Run 1, the clock network:
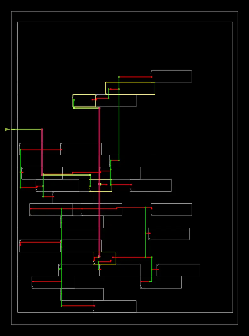
Run 1, the metal 1 layer:
Supply wires on this layer in grey.
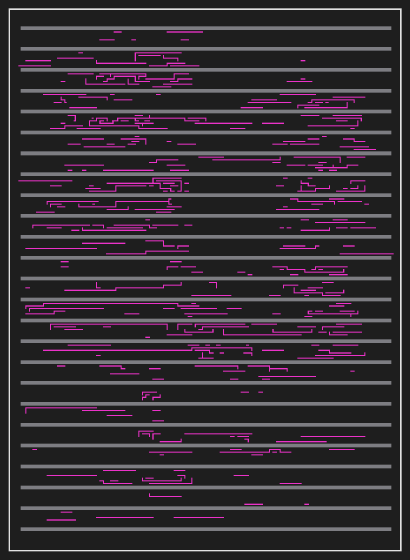
Run 1, logic cells by family:
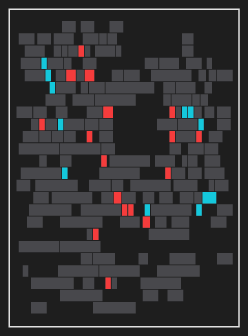
Run 1, sequential cells coloured by netlist name:
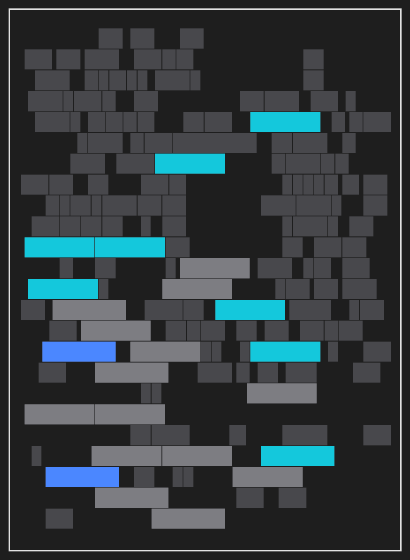
### src/rtl/game_score_pkg.sv
// Shared types and seven-segment codes for the game score controller.
// Optional debounce is enabled by defining GAME_SCORE_DEBOUNCE_EN.
package game_score_pkg;

    typedef enum logic {
        PLAY = 1'b0,
        OVER = 1'b1
    } state_e;

    localparam logic [6:0] SEG_0    = 7'h3F;
    localparam logic [6:0] SEG_1    = 7'h06;
    localparam logic [6:0] SEG_2    = 7'h5B;
    localparam logic [6:0] SEG_3    = 7'h4F;
    localparam logic [6:0] SEG_4    = 7'h66;
    localparam logic [6:0] SEG_5    = 7'h6D;
    localparam logic [6:0] SEG_6    = 7'h7D;
    localparam logic [6:0] SEG_7    = 7'h07;
    localparam logic [6:0] SEG_8    = 7'h7F;
    localparam logic [6:0] SEG_9    = 7'h6F;
    localparam logic [6:0] SEG_DASH = 7'h40;

    function automatic logic [6:0] seg7(input logic [3:0] v);
        logic [6:0] s;
        case (v)
            4'd0:    s = SEG_0;
            4'd1:    s = SEG_1;
            4'd2:    s = SEG_2;
            4'd3:    s = SEG_3;
            4'd4:    s = SEG_4;
            4'd5:    s = SEG_5;
            4'd6:    s = SEG_6;
            4'd7:    s = SEG_7;
            4'd8:    s = SEG_8;
            4'd9:    s = SEG_9;
            default: s = SEG_DASH;
        endcase
        return s;
    endfunction

endpackage

### src/rtl/game_score_controller_btn_conditioner.sv
// Per-button synchroniser, optional debounce and falling-edge press event.
// Debounce filter is built only when GAME_SCORE_DEBOUNCE_EN is defined.
module btn_conditioner #(
    parameter int unsigned DEBOUNCE_CYCLES = 4
) (
    input  logic clk_i,
    input  logic rst_ni,
    input  logic btn_ni,
    output logic press_o
);

    logic       sync1_q;
    logic       sync2_q;
    logic       lvl_q;
    logic       press_q;
    logic       arm_q;
    logic [1:0] vld_q;
    logic       cond;

    if (DEBOUNCE_CYCLES < 1 || DEBOUNCE_CYCLES > 255) begin : g_bad_debounce_cycles
    end

    // arm_q blocks a press that was already held when reset released
    always_ff @(posedge clk_i or negedge rst_ni) begin
        if (!rst_ni) begin
            sync1_q <= 1'b1;
            sync2_q <= 1'b1;
            lvl_q   <= 1'b1;
            press_q <= 1'b0;
            arm_q   <= 1'b0;
            vld_q   <= 2'b00;
        end else begin
            sync1_q <= btn_ni;
            sync2_q <= sync1_q;
            vld_q   <= {vld_q[0], 1'b1};
            arm_q   <= arm_q | (vld_q[1] & sync2_q);
            lvl_q   <= cond;
            press_q <= arm_q & lvl_q & ~cond;
        end
    end

`ifdef GAME_SCORE_DEBOUNCE_EN
    logic       db_q;
    logic       db_d;
    logic [7:0] cnt_q;
    logic [7:0] cnt_d;

    always_comb begin
        db_d  = db_q;
        cnt_d = 8'd0;
        if (sync2_q != db_q) begin
            if (cnt_q + 8'd1 == 8'(DEBOUNCE_CYCLES)) begin
                db_d = sync2_q;
            end else begin
                cnt_d = cnt_q + 8'd1;
            end
        end
    end

    always_ff @(posedge clk_i or negedge rst_ni) begin
        if (!rst_ni) begin
            db_q  <= 1'b1;
            cnt_q <= 8'd0;
        end else begin
            db_q  <= db_d;
            cnt_q <= cnt_d;
        end
    end

    assign cond = db_q;
`else
    assign cond = sync2_q;
`endif

    assign press_o = press_q;

endmodule

### src/rtl/game_score_controller.sv
// Multi-player score keeper: one point per clean press, foul on ties, win at MAX_SCORE.
// Define GAME_SCORE_DEBOUNCE_EN to add the button debounce filter.
module game_score_controller
    import game_score_pkg::*;
#(
    parameter int unsigned N_PLAYERS       = 2,
    parameter int unsigned MAX_SCORE       = 9,
    parameter int unsigned DEBOUNCE_CYCLES = 4
) (
    input  logic                     clk,
    input  logic                     clear,
    input  logic [N_PLAYERS-1:0]     btn_n,
    output logic [7*N_PLAYERS-1:0]   led,
    output logic [4*N_PLAYERS-1:0]   score,
    output logic [N_PLAYERS-1:0]     winner,
    output logic                     game_over,
    output logic                     foul
);

    logic [N_PLAYERS-1:0] press;
    state_e               state_q, state_d;
    logic [3:0]           score_q [N_PLAYERS];
    logic [3:0]           score_d [N_PLAYERS];
    logic [N_PLAYERS-1:0] winner_q, winner_d;
    logic                 foul_q, foul_d;
    int unsigned          n_press;

    for (genvar g = 0; g < N_PLAYERS; g++) begin : g_btn
        btn_conditioner #(
            .DEBOUNCE_CYCLES(DEBOUNCE_CYCLES)
        ) u_btn (
            .clk_i  (clk),
            .rst_ni (clear),
            .btn_ni (btn_n[g]),
            .press_o(press[g])
        );
    end

    always_comb begin
        state_d  = state_q;
        score_d  = score_q;
        winner_d = winner_q;
        foul_d   = 1'b0;
        n_press  = $countones(press);
        unique case (state_q)
            PLAY: begin
                if (n_press == 1) begin
                    for (int i = 0; i < N_PLAYERS; i++) begin
                        if (press[i]) begin
                            score_d[i] = score_q[i] + 4'd1;
                            if (score_d[i] == 4'(MAX_SCORE)) begin
                                state_d     = OVER;
                                winner_d[i] = 1'b1;
                            end
                        end
                    end
                end else if (n_press > 1) begin
                    foul_d = 1'b1;
                end
            end
            OVER: begin
            end
            default: state_d = PLAY;
        endcase
    end

    always_ff @(posedge clk or negedge clear) begin
        if (!clear) begin
            state_q  <= PLAY;
            winner_q <= '0;
            foul_q   <= 1'b0;
            for (int i = 0; i < N_PLAYERS; i++) begin
                score_q[i] <= 4'd0;
            end
        end else begin
            state_q  <= state_d;
            winner_q <= winner_d;
            foul_q   <= foul_d;
            score_q  <= score_d;
        end
    end

    always_comb begin
        for (int i = 0; i < N_PLAYERS; i++) begin
            score[4*i +: 4] = score_q[i];
            led[7*i +: 7]   = seg7(score_q[i]);
        end
    end

    assign winner    = winner_q;
    assign game_over = (state_q == OVER);
    assign foul      = foul_q;

endmodule
### config.mk
export PLATFORM = sky130hd
export DESIGN_NAME = game_score_controller
export DESIGN_NICKNAME = d
export VERILOG_FILES = /design/src/rtl/game_score_pkg.sv /design/src/rtl/game_score_controller_btn_conditioner.sv /design/src/rtl/game_score_controller.sv
export SDC_FILE = /design/constraint.sdc
export NUM_CORES = 1
export LEC_CHECK = 0
export CAP_MARGIN = 20
export CORE_ASPECT_RATIO = 1.4
export CORE_UTILIZATION = 40
export CTS_BUF_LIST = sky130_fd_sc_hd__clkbuf_4 sky130_fd_sc_hd__clkbuf_8
export CTS_CLUSTER_DIAMETER = 200
export DETAILED_ROUTE_END_ITERATION = 7
export MAX_ROUTING_LAYER = met4
export PLACE_DENSITY = 0.63
export SYNTH_ARGS = -nofsm -noshare
export SYNTH_HDL_FRONTEND = slang
export SYNTH_SLANG_ARGS = --single-unit
### constraint.sdc
create_clock -name clk -period 1.95 [get_ports clk]
set_input_delay 0.195 -clock clk [delete_from_list [all_inputs] [get_ports clk]]
set_output_delay 0.195 -clock clk [all_outputs]
set_load 0.01 [all_outputs]
==> impl_metrics.ini, run 1 <==
; flow metrics
[status]
run_status = finished clean

[clock_tree]
cts_hold_buf = 0
cts_tree = yes
clk_transition_reported_paths_ns = 0.08
htree_num_levels = 1
cts.repair_timing.setup_buffer_count = 1
max-clock-path-buffers = 2
cts.repair.resized = 15
tritoncts.num_buffers = 3
clk_root_buffer_cell = sky130_fd_sc_hd__clkbuf_8

[cells_and_area]
layout_stage_area_growth_over_the_synthesis_result_pct = 32.99
layout_top_cells_excl_fill_tap = sky130_fd_sc_hd__dfrtp_1, sky130_fd_sc_hd__clkdlybuf4s50_1, sky130_fd_sc_hd__ha_1, sky130_fd_sc_hd__nand2_1, sky130_fd_sc_hd__o21ai_0
post_route_cells_drive_above_1_share = 0.1988
logic_area_sq_um = 643.1
filler_cell_count = 290
layout.nets = 186
layout_top_cell_excl_fill_tap = sky130_fd_sc_hd__dfrtp_1
insertedDiodeCount = 0
number_of_flip_flops_in_the_largest_register = 8
finish.instance_area_sq_um = 1775
stdcell_count = 205

[worst_setup_path]
timing.critical_path.fanout_max = 5
worst_ep_arrival_time_ns = 1.69
worstSetupStartpointType = flop
startpoint = score[1]$_DFFE_PN0P_
reg2regPathDepth = 6
required_ns = 1.75
slowest_stage_delay_on_critical_path_ns = 0.47
r2r_start = score[1]$_DFFE_PN0P_
r2r_slack_ns = 0.35
path_depth = 4
path_cells = inv_2, ha_1, a22o_2, clkdlybuf4s50_1
cp_slowest_cell = sky130_fd_sc_hd__clkdlybuf4s50_1
r2r-end = game_over$_DFF_PN0_
worst-path-buf-inv = 2
path_class = flop to output pin
cp_top_family = buffers and inverters
critical_path.endpoint = led[4]
worst_setup_path_end_kind = output pin

[yosys]
ys_flops = 24
synth.distinct_cells = 33
ys_cells = 128
fraction_of_synthesis_flops_using_an_asynchronous_set_or_reset_pin = 1.000
ff_type = sky130_fd_sc_hd__dfrtp_1
enable_flop_cells = 0
synth-area-yosys_sq_um = 1335
sequential_fraction_of_the_synthesis_area = 0.4555
synth_largest_type_area_fraction = 0.3374
yosysWarnings = 0
synth.net_count = 147
mappedNetlistArea_sq_um = 1335
netlist_instances = 128
post_synth_main_area_contributors = sky130_fd_sc_hd__dfrtp_1, sky130_fd_sc_hd__ha_1, sky130_fd_sc_hd__dfstp_2
post_synth.cell_area_avg_sq_um = 10.43
yosysTopAreaCell = sky130_fd_sc_hd__dfrtp_1

[hold_path]
worstHoldPathType = input pin to asynchronous set/reset pin

[floorplanning]
dieHeight_um = 70.36
fp_util = 0.4234
core.rowCount = 24
chip_area_sq_um = 3576
ios = 30
coreArea_sq_um = 3153
die_width_um = 50.83

[global_route]
busiest_layer = met2
grt_pass1_wl_um = 4291
use_met2 = 0.2815
grt-ovfl-total = 0
grt_max_degree = 25
grt_antenna_before_repair = 0
global_route.usage.met3 = 0.01961
grtUsageTotal = 0.1612
number_of_global_route_vias_before_repair = 960
use_met1 = 0.1822

[place]
numPortBuffers = 29
placed_cells = 198
dp_hpwl_um = 1906
dp_worst_setup_slack_ns = 0.05790
globalplace.congestion = 0.7789
placedInstanceArea_sq_um = 1689

[route]
number_of_search_and_repair_iterations_in_the_first_detailed_routing_pass = 4
met3WireLength_um = 76
dr_wl_met2_um = 1359
vias = 1013
count_of_antenna_violating_nets_left_after_detailed_routing = 0
detail_route.wirelength_um = 2500
detail_route.wirelength.met1_um = 1020
route.detailed.wl_per_inst_um = 12.20
ratio_of_routed_vias_to_standard_cells = 4.941
detail_route.iter0.violations = 18
drc = 0
top_layer_used = met4

[sta]
timing.hold.ws_ns = 0.2768
finalClockPeriodUsage = 0.9650
setup_slack_ns = 0.06824
report.final.setup_viol = 0
fmax_ghz = 0.5314
finalMaxSlewViolations = 0
timing.final.hold_violations = 0
tns_ns = 0
post-route-min-period_ns = 1.882

[job]
warning_count = 38
maxCapViolCount = 0

[pwr]
static_leakage_uw = 0.0008068
fin_total_pwr_uw = 2870
vdd_ir_drop_max_v = 0.0009600
power.density_cell_area_nw_per_um2 = 1616
-- 'the clock network' (at the start) --
layout clock buffer count: 3
flop count: 24
clock insertion delay at the later pin of the skew report: 0.27 ns
post-route clock skew: 0.004846 ns
TritonCTS sink count: 24

-- 'the metal 1 layer' (at the start) --
wire length on this layer: 1020 um
nets with wire on the layer: 146
longest straight run: 19.3 um
main direction: horizontal

-- 'logic cells by family' (at the start) --
[NAND gates] red | cells: 17
[inverters] cyan | cells: 11

-- 'sequential cells coloured by netlist name' (at the start) --
[score] cyan | sequential cells: 8
[g_btn.u_btn.sync1_q] blue | sequential cells: 2
Seq power: 757 uW
Seq/total area: 0.3432
Seq. cell area: 609.3 sq um
Layout Utilization: 0.5631

-- run 1: power breakdown --
part	switching (uW)	leakage (uW)	internal [uW]	total, uW
Clock	158	0.0000357	275	433
Sequential	154	0.000285	603	757
Combinational	809	0.000486	870	1680
-- run 1: layout make-up --
cell class	count	share of cell area
inverter	11	0.02607
tap	39	0.02748
clock buffer	3	0.02326
sequential	24	0.3432
clock inverter	1	0.01691
timing repair buffer	39	0.2008
multi-input combinational	88	0.3622
-- run 1: cells in the mapped netlist, types with 2 or more instances --
master,instances
sky130_fd_sc_hd__a21o_1,3
sky130_fd_sc_hd__a21oi_1,3
sky130_fd_sc_hd__a41oi_1,2
sky130_fd_sc_hd__and3_2,2
sky130_fd_sc_hd__buf_2,3
sky130_fd_sc_hd__buf_6,2
sky130_fd_sc_hd__dfrtp_1,18
sky130_fd_sc_hd__dfstp_2,6
sky130_fd_sc_hd__ha_1,15
sky130_fd_sc_hd__inv_1,9
sky130_fd_sc_hd__mux2i_1,2
sky130_fd_sc_hd__nand2_1,12
sky130_fd_sc_hd__nand2b_1,2
sky130_fd_sc_hd__nand3_1,2
sky130_fd_sc_hd__nor2_1,9
sky130_fd_sc_hd__nor2b_1,2
sky130_fd_sc_hd__o21ai_0,12
sky130_fd_sc_hd__o21bai_1,2
sky130_fd_sc_hd__o22ai_1,2
sky130_fd_sc_hd__xnor2_1,7
-- run 1: logic make-up after synthesis --
| family | Yosys count | synth area share |
|---|---|---|
| AND/OR/NAND/NOR | 35 | 0.1378 |
| AND-OR/OR-AND | 27 | 0.1275 |
| flip-flops | 24 | 0.4555 |
| buffers and inverters | 16 | 0.06279 |
| adder cells (fa/ha/maj) | 15 | 0.1406 |
| XOR/XNOR | 8 | 0.05811 |
| multiplexers | 2 | 0.01500 |
| other | 1 | 0.002809 |
==> run 2: changes to the inputs <==
- GPL_TIMING_DRIVEN: not set -> 0
- SKIP_LAST_GASP: not set -> 1
==> run 2 against run 1 <==
  * Critical path depth did not move
  * Largest power group unchanged
  * Critical path type unchanged
  * Flip-flop count stayed put
  * Count of clock-buffer cells in the layout increased by 1
  * Critical endpoint unchanged
  * Clock power fell by 26%
  * Synthesized cell count unchanged
  * Sequential share of layout area is 0.15 points lower
  * Synthesized area is the same
  * Worst setup slack worse by 0.0042 ns
==> impl_metrics.ini, run 2 <==
; flow metrics
[cells_and_area]
finish.instance_area_sq_um = 1798
number_of_flip_flops_in_the_largest_register = 8
post_route_cells_drive_above_1_share = 0.2275
layout_stage_area_growth_over_the_synthesis_result_pct = 34.68
layout_top_cell_excl_fill_tap = sky130_fd_sc_hd__clkdlybuf4s50_1
layout.nets = 187
layout_top_cells_excl_fill_tap = sky130_fd_sc_hd__clkdlybuf4s50_1, sky130_fd_sc_hd__ha_1, sky130_fd_sc_hd__dfrtp_1, sky130_fd_sc_hd__nand2_1, sky130_fd_sc_hd__o21ai_0
insertedDiodeCount = 0

[yosys]
post_synth_main_area_contributors = sky130_fd_sc_hd__dfrtp_1, sky130_fd_sc_hd__ha_1, sky130_fd_sc_hd__dfstp_2
yosysTopAreaCell = sky130_fd_sc_hd__dfrtp_1
enable_flop_cells = 0
synthTopLogicFamily = adder cells
post_synth_most_frequent_cells = sky130_fd_sc_hd__dfrtp_1, sky130_fd_sc_hd__ha_1, sky130_fd_sc_hd__nand2_1, sky130_fd_sc_hd__o21ai_0
sequential_fraction_of_the_synthesis_area = 0.4555
ys_sh_adder = 0.1406
ys_flops = 24
synth-area-yosys_sq_um = 1335
ys_sh_simple = 0.1378
mappedNetlistArea_sq_um = 1335
synth.net_count = 147
synth.distinct_cells = 33
xor_area_frac = 0.05811
synth_largest_type_area_fraction = 0.3374
synth-compound-area-share = 0.1275
yosysWarnings = 0
synth.area.mux_share = 0.01500
ff_type = sky130_fd_sc_hd__dfrtp_1
yosysMostFrequentCell = sky130_fd_sc_hd__dfrtp_1
fraction_of_synthesis_flops_using_an_asynchronous_set_or_reset_pin = 1.000
ys_cells = 128
netlist_instances = 128
post_synth.cell_area_avg_sq_um = 10.43

[job]
warning_count = 38
maxCapViolCount = 0

[clock_tree]
htree_num_levels = 1
clock_insertion_delay_at_the_later_pin_of_the_skew_report_ns = 0.26
cts.sink_count = 24
clk_root_buffer_cell = sky130_fd_sc_hd__clkbuf_8
cts.repair_timing.setup_buffer_count = 4
clk_transition_reported_paths_ns = 0.08
cts.repair.resized = 16
cts_hold_buf = 0
cts_tree = yes
max-clock-path-buffers = 2

[worst_setup_path]
timing.critical_path.fanout_max = 5
r2r_start = score[4]$_DFFE_PN0P_
r2r_slack_ns = 0.43
r2r-end = game_over$_DFF_PN0_
reg2regPathDepth = 5
worst_ep_arrival_time_ns = 1.69
path_class = flop to output pin
worst_setup_path_end_kind = output pin
worstSetupStartpointType = flop
required_ns = 1.75

[sta]
tns_ns = 0
report.final.setup_viol = 0
finalClockPeriodUsage = 0.9672
timing.final.hold_violations = 0
fmax_ghz = 0.5302
finalMaxSlewViolations = 0
rsz_0062_raised_after_global_routing = no
post-route-min-period_ns = 1.886

[pwr]
static_leakage_uw = 0.0008192
vdd_ir_drop_max_v = 0.0008579
power.density_cell_area_nw_per_um2 = 1551

[route]
met3WireLength_um = 85
detail_route.wirelength.met1_um = 980
top_layer_used = met4
route.detailed.wl_per_inst_um = 11.91
dr_wl_met2_um = 1357
count_of_antenna_violating_nets_left_after_detailed_routing = 0
detail_route.iter0.violations = 16
drc = 0
ratio_of_routed_vias_to_standard_cells = 4.883
number_of_search_and_repair_iterations_in_the_first_detailed_routing_pass = 4

[floorplanning]
coreArea_sq_um = 3153
dieHeight_um = 70.36
core.rowCount = 24
ios = 30
fp_util = 0.4234
die_width_um = 50.83
chip_area_sq_um = 3576

[place]
placedInstanceArea_sq_um = 1674
numPortBuffers = 29
dp_hpwl_um = 1749
globalplace.congestion = 0.7569

[global_route]
number_of_global_route_vias_before_repair = 944
grt_max_degree = 25
use_met2 = 0.2844
global_route.usage.met3 = 0.01961
grt_antenna_before_repair = 0
grtUsageTotal = 0.1503
busiest_layer = met2
grt_pass1_wl_um = 4022
grt-ovfl-total = 0

[hold_path]
worstHoldPathType = input pin to asynchronous set/reset pin

[status]
run_status = finished clean
-- run 2: cell counts after synthesis --
Identical to the previous run, type by type.
-- run 2: final cells by class --
cell class,instances,area (sq um)
inverters,11,46.29
clock buffers,4,55.05
fillers,289,1355
plain buffers,5,40.04
well taps,39,48.80
flip-flops and latches,24,614.3
multi-input cells,88,643.1
repair buffers,35,350.3
-- run 2: power by group --
part | internal, uW | total (uW) | switching, uW
sequential | 613 | 713 | 101
clock | 180 | 320 | 141
combinational | 890 | 1760 | 865
-- run 2: critical path: stages (launching register included) --
cell                              delay, ns
sky130_fd_sc_hd__dfrtp_2               0.41
sky130_fd_sc_hd__inv_2                 0.08
sky130_fd_sc_hd__ha_1                  0.21
sky130_fd_sc_hd__a22o_2                0.25
sky130_fd_sc_hd__clkdlybuf4s50_1       0.47
-- run 2: worst max-delay path by stage --
stage | from | endpoint | slack [ns] | depth (start not counted)
finish | score[0]$_DFFE_PN0P_ | led[4] | 0.06 | 4
global route | score[1]$_DFFE_PN0P_ | led[4] | 0.0002 | 4
CTS | score[5]$_DFFE_PN0P_ | led[11] | 0.02 | 5
detailed placement | score[5]$_DFFE_PN0P_ | led[10] | -0.09 | 5
global placement | score[5]$_DFFE_PN0P_ | led[10] | -0.07 | 5
floorplan | score[5]$_DFFE_PN0P_ | led[10] | 0.46 | 4
-- run 2: metrics by stage --
stage / hold WS [ns] / setup slack (ns) / util / std cells / power (uW)
after floorplan: -0.1006 / 0.4601 / - / 128 / 1679
after global placement: 0.3324 / -0.06690 / 0.5310 / 196 / 2483
final: 0.1796 / 0.06400 / 0.5702 / 206 / 2789
after global routing: 0.1772 / 0.0001796 / 0.5702 / 206 / 3012
after detailed placement: 0.3386 / -0.09436 / 0.5310 / 196 / 2513
after CTS: 0.3260 / 0.02292 / 0.5556 / 204 / 2789
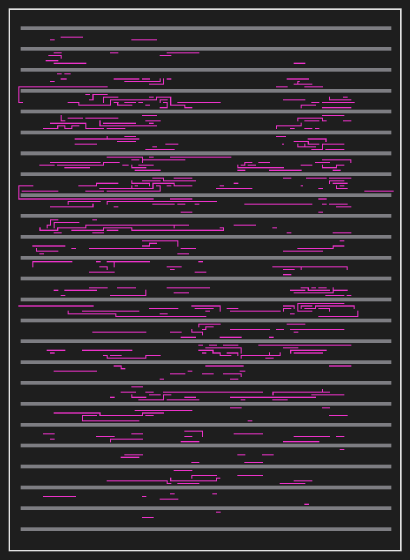
Run 2: the metal 1 layer
Supply wires on this layer in grey.
met1 demand-to-capacity share in global routing: 0.1590
number of vias after detailed routing: 1006
final routed wirelength across all metal layers: 2453 um

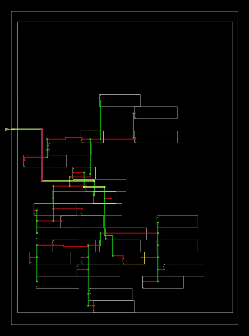
Run 2: the clock network
layout clock buffer count: 4
post-route clock skew: 0.004811 ns
number of buffers created by CTS: 3

Power is estimated from default activity; no workload was simulated.
